## src/rtl/sram_ctrl_pkg.sv

```systemverilog
// Shared definitions for the SRAM controller: FSM encoding, the I/O port address and
// the cpu_rw encoding.
package sram_ctrl_pkg;

    typedef enum logic [2:0] {
        StIdle,
        StSetup,
        StAccess,
        StHold,
        StDone
    } state_t;

    localparam logic [15:0] IO_ADDR  = 16'hFF00;
    localparam logic        RW_READ  = 1'b1;
    localparam logic        RW_WRITE = 1'b0;

endpackage

```

## src/rtl/sram_ctrl.sv

```systemverilog
// Async SRAM controller stalling a divided-clock CPU for each bus access.
// Optional macro SRAM_CTRL_IO_PORT_EN maps an 8-bit output port at IO_ADDR.
module sram_ctrl
    import sram_ctrl_pkg::*;
#(
    parameter int unsigned WAIT_CYCLES = 2
) (
    input  logic        clk,
    input  logic        rst,
    input  logic        cpu_tick,
    input  logic [15:0] cpu_addr,
    input  logic        cpu_rw,
    input  logic [7:0]  cpu_wdata,
    output logic [7:0]  cpu_rdata,
    output logic        cpu_stall,
    output logic [15:0] sram_addr,
    output logic [7:0]  sram_dout,
    output logic        sram_doe,
    input  logic [7:0]  sram_din,
    output logic        sram_ce_n,
    output logic        sram_oe_n,
    output logic        sram_we_n,
    output logic        overrun
`ifdef SRAM_CTRL_IO_PORT_EN
    ,
    output logic [7:0]  io_port
`endif
);

    localparam int unsigned EffWait = (WAIT_CYCLES == 0) ? 1 : WAIT_CYCLES;
    localparam int unsigned CntW    = (EffWait > 1) ? $clog2(EffWait) : 1;
    localparam logic [CntW-1:0] CntLoad = CntW'(EffWait - 1);

    state_t          state_q, state_d;
    logic [CntW-1:0] cnt_q;
    logic [15:0]     addr_q;
    logic            rw_q;
    logic [7:0]      wdata_q;
    logic [7:0]      rdata_q;
    logic            overrun_q;
    logic            is_io;

`ifdef SRAM_CTRL_IO_PORT_EN
    logic [7:0] io_port_q;
    assign is_io   = (addr_q == IO_ADDR);
    assign io_port = io_port_q;
`else
    assign is_io = 1'b0;
`endif

    // State register plus the datapath registers it sequences
    always_ff @(posedge clk) begin
        if (rst) begin
            state_q   <= StIdle;
            cnt_q     <= '0;
            addr_q    <= 16'h0000;
            rw_q      <= RW_READ;
            wdata_q   <= 8'h00;
            rdata_q   <= 8'h00;
            overrun_q <= 1'b0;
`ifdef SRAM_CTRL_IO_PORT_EN
            io_port_q <= 8'h00;
`endif
        end else begin
            state_q <= state_d;
            if (state_q == StIdle && cpu_tick) begin
                addr_q  <= cpu_addr;
                rw_q    <= cpu_rw;
                wdata_q <= cpu_wdata;
            end
            if (state_q != StIdle && cpu_tick) begin
                overrun_q <= 1'b1;
            end
            if (state_q == StSetup) begin
                cnt_q <= CntLoad;
            end else if (state_q == StAccess && cnt_q != '0) begin
                cnt_q <= cnt_q - CntW'(1);
            end
            if (state_q == StAccess && cnt_q == '0 && rw_q == RW_READ) begin
                rdata_q <= sram_din;
            end
`ifdef SRAM_CTRL_IO_PORT_EN
            // I/O accesses complete in SETUP without touching the SRAM
            if (state_q == StSetup && is_io) begin
                if (rw_q == RW_READ) begin
                    rdata_q <= io_port_q;
                end else begin
                    io_port_q <= wdata_q;
                end
            end
`endif
        end
    end

    always_comb begin
        state_d = state_q;
        unique case (state_q)
            StIdle:   if (cpu_tick) state_d = StSetup;
            StSetup:  state_d = is_io ? StDone : StAccess;
            StAccess: begin
                if (cnt_q == '0) begin
                    state_d = (rw_q == RW_READ) ? StDone : StHold;
                end
            end
            StHold:   state_d = StDone;
            StDone:   state_d = StIdle;
            default:  state_d = StIdle;
        endcase
    end

    always_comb begin
        sram_ce_n = 1'b1;
        sram_oe_n = 1'b1;
        sram_we_n = 1'b1;
        sram_doe  = 1'b0;
        unique case (state_q)
            StSetup: begin
                if (!is_io) begin
                    sram_ce_n = 1'b0;
                    if (rw_q == RW_READ) sram_oe_n = 1'b0;
                    else                 sram_doe  = 1'b1;
                end
            end
            StAccess: begin
                sram_ce_n = 1'b0;
                if (rw_q == RW_READ) begin
                    sram_oe_n = 1'b0;
                end else begin
                    sram_we_n = 1'b0;
                    sram_doe  = 1'b1;
                end
            end
            StHold: begin
                sram_ce_n = 1'b0;
                sram_doe  = (rw_q == RW_WRITE);
            end
            default: ;
        endcase
    end

    assign cpu_stall = (state_q != StIdle);
    assign cpu_rdata = rdata_q;
    assign sram_addr = addr_q;
    assign sram_dout = wdata_q;
    assign overrun   = overrun_q;

endmodule

```

## config.mk

```make
export PLATFORM = sky130hd
export DESIGN_NAME = sram_ctrl
export DESIGN_NICKNAME = d
export VERILOG_FILES = /design/src/rtl/sram_ctrl_pkg.sv /design/src/rtl/sram_ctrl.sv
export SDC_FILE = /design/constraint.sdc
export NUM_CORES = 1
export LEC_CHECK = 0
export CORE_UTILIZATION = 42
export CTS_BUF_LIST = sky130_fd_sc_hd__clkbuf_8
export DETAILED_ROUTE_END_ITERATION = 10
export PLACE_DENSITY = 0.82
export SLEW_MARGIN = 0
export SYNTH_ARGS = -nofsm -noshare
export SYNTH_HDL_FRONTEND = slang
export SYNTH_SLANG_ARGS = --single-unit
```

## constraint.sdc

```tcl
create_clock -name clk -period 1.9 [get_ports clk]
set_clock_uncertainty 0.05 [all_clocks]
set_input_delay 0.38 -clock clk [delete_from_list [all_inputs] [get_ports clk]]
set_output_delay 0.38 -clock clk [all_outputs]
set_load 0.005 [all_outputs]
```

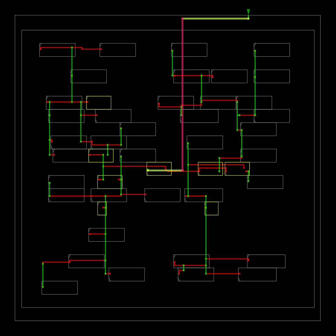
Fig. 1. Clock routing.
cts bufs inserted: 5
clock-net power: 0.550 mW

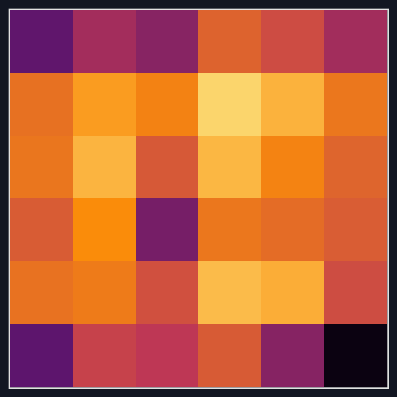
Fig. 2. Cell density map.
Drawn at 6 px/um. The die is cut into 6 by 6 equal tiles; black is low, pale yellow is high, 0 to 100% covered.
densest ninth of the die: middle left
emptiest ninth of the die: lower right
mean over tiles: 60%
tiles over 75% full: 19%

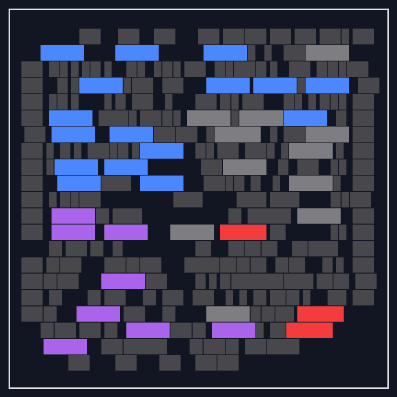
Fig. 3. Sequential cells grouped by signal name.
Drawn at 6 px/um.
| signal | colour | placed flops |
|---|---|---|
| state_q | red | 3 |
| sram_addr | blue | 16 |
| cpu_rdata | purple | 8 |

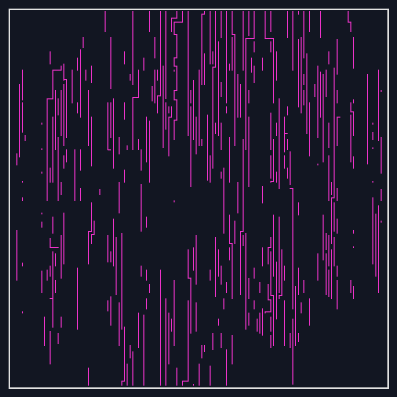
Fig. 4. The metal 2 layer.
Drawn at 6 px/um.
longest straight run: 21.6 um
main direction: vertical
nets with wire on the layer: 228

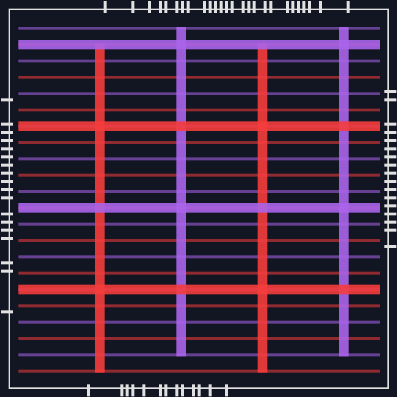
Fig. 5. Supply network.
Drawn at 6 px/um. Pins as bars on the die edge.
| net | colour |
|---|---|
| VDD | purple |
| VSS | red |
rows: 21
met5 straps: 4
met1 rails: 22
signal pins: 74
met4 straps: 4

critical path: stages, from the launching register on:
cell and delay [ns]:
dfxtp_2 0.37, nand2b_1 0.13, nand2b_4 0.13, clkdlybuf4s50_1 0.50
cells by family (layout without fill, tap and decap cells):
| kind of cell | count (synthesis) | count (layout) |
|---|---|---|
| simple gates | 85 | 85 |
| flops | 38 | 38 |
| compound gates | 31 | 31 |
| buf+inv | 13 | 90 |
| mux | 8 | 8 |
| xor+xnor | 1 | 1 |
area by class of cell:
cell class,instances,area share
Clock buffer,6,0.0338
Clock inverter,2,0.00512
Multi-Input combinational cell,125,0.288
Sequential cell,38,0.313
Tap cell,46,0.0236
Timing Repair Buffer,82,0.336
sequential cells by signal, indices dropped and copies added (netlist names):
register	flops
sram_addr	16
cnt_q	1
state_q	3
sram_dout	8
rw_q	1
overrun	1
cpu_rdata	8
power by group through the flow:
stage	logic, mW	registers (mW)	clock network, mW
global route	0.679	0.956	0.611
floorplan	0.325	0.950	0
CTS	0.625	0.941	0.571
global placement	0.619	0.956	0
finish	0.622	0.944	0.550
detailed placement	0.628	0.959	0
what timing repair did:
action,CTS,global route
resized,2,4
buffers inserted,0,0
setup endpoints to repair,2,3
pin swaps,0,0
gates cloned,0,0
worst min-delay path by stage:
stage | start | endpoint | cells past startpoint
finish | sram_addr[14] | sram_addr[14] | 2
global route | sram_addr[14] | sram_addr[14] | 2
CTS | sram_addr[10] | sram_addr[10] | 2
detailed placement | sram_addr[10] | sram_addr[10] | 2
global placement | sram_dout[6] | sram_dout[6] | 2
floorplan | sram_addr[0] | sram_addr[0] | 2
==> flow_metrics.tcl <==
# flow metrics
set metrics [dict create \
    outcome "finished clean" \
    ys_seq_frac 0.488 \
    wl_met1_um 1600 \
    synth_flops 38 \
    synth.largest_area_cell "dfxtp_1" \
    final.setup.tns_ns 0 \
    fin_nets 288 \
    antenna_found_initial 0 \
    avgViaCountPerCell 4.58 \
    r2r_cells 3 \
    cts_tree "built" \
    synth_area_sq_um 1560 \
    num_io_pins 74 \
    ys_area_sq_um 1560 \
    wl_met3_um 132 \
    wl_met2_um 1710 \
    path_clk_slew_ns 0.07 \
    endpoint_kind "primary output" \
    track_usage 0.181 \
    required_ns 1.47 \
    drtIter0Drc 81 \
    wire_per_inst_um 11.6 \
    arrival_ns 1.40 \
    p_sw_mw 0.569 \
    fin_crit_sh 0.964 \
    fillers 288 \
    antenna_cells 0 \
    drive_gt1_frac 0.111 \
    cts_max_path_buffers 2 \
    worst-setup-path-type "reg -> out" \
    ant_nets 0 \
    top_layer "met4" \
    max_slew_margin 0.778 \
    postPlaceCellArea_sq_um 2340 \
    topCombFamilyByArea "simple AND/OR/NAND/NOR gates" \
    mostFrequentLayoutCells "clkdlybuf4s50_1 (72), nand2_1 (50), dfxtp_1 (34), a21oi_1 (26), nand2b_1 (19)" \
    synth_xor_xnor_area_share 0.00562 \
    syn_to_final_growth_pct 56.9 \
    grt_use_met3 0.0438 \
    yosysTopAreaCellShare 0.488 \
    r2r_slack_ns 0.48 \
    avgSynthCellArea_sq_um 8.85 \
    rows 21 \
    dr_total_vias 1369 \
    finish.utilization 0.710 \
    switching_share 0.269 \
    topCellsByArea "dfxtp_1 (49%), nand2_1 (12%), a21oi_1 (8.4%), nand2b_1 (8.0%), mux2i_1 (5.1%)" \
]
Power and IR drop assume default switching activity.
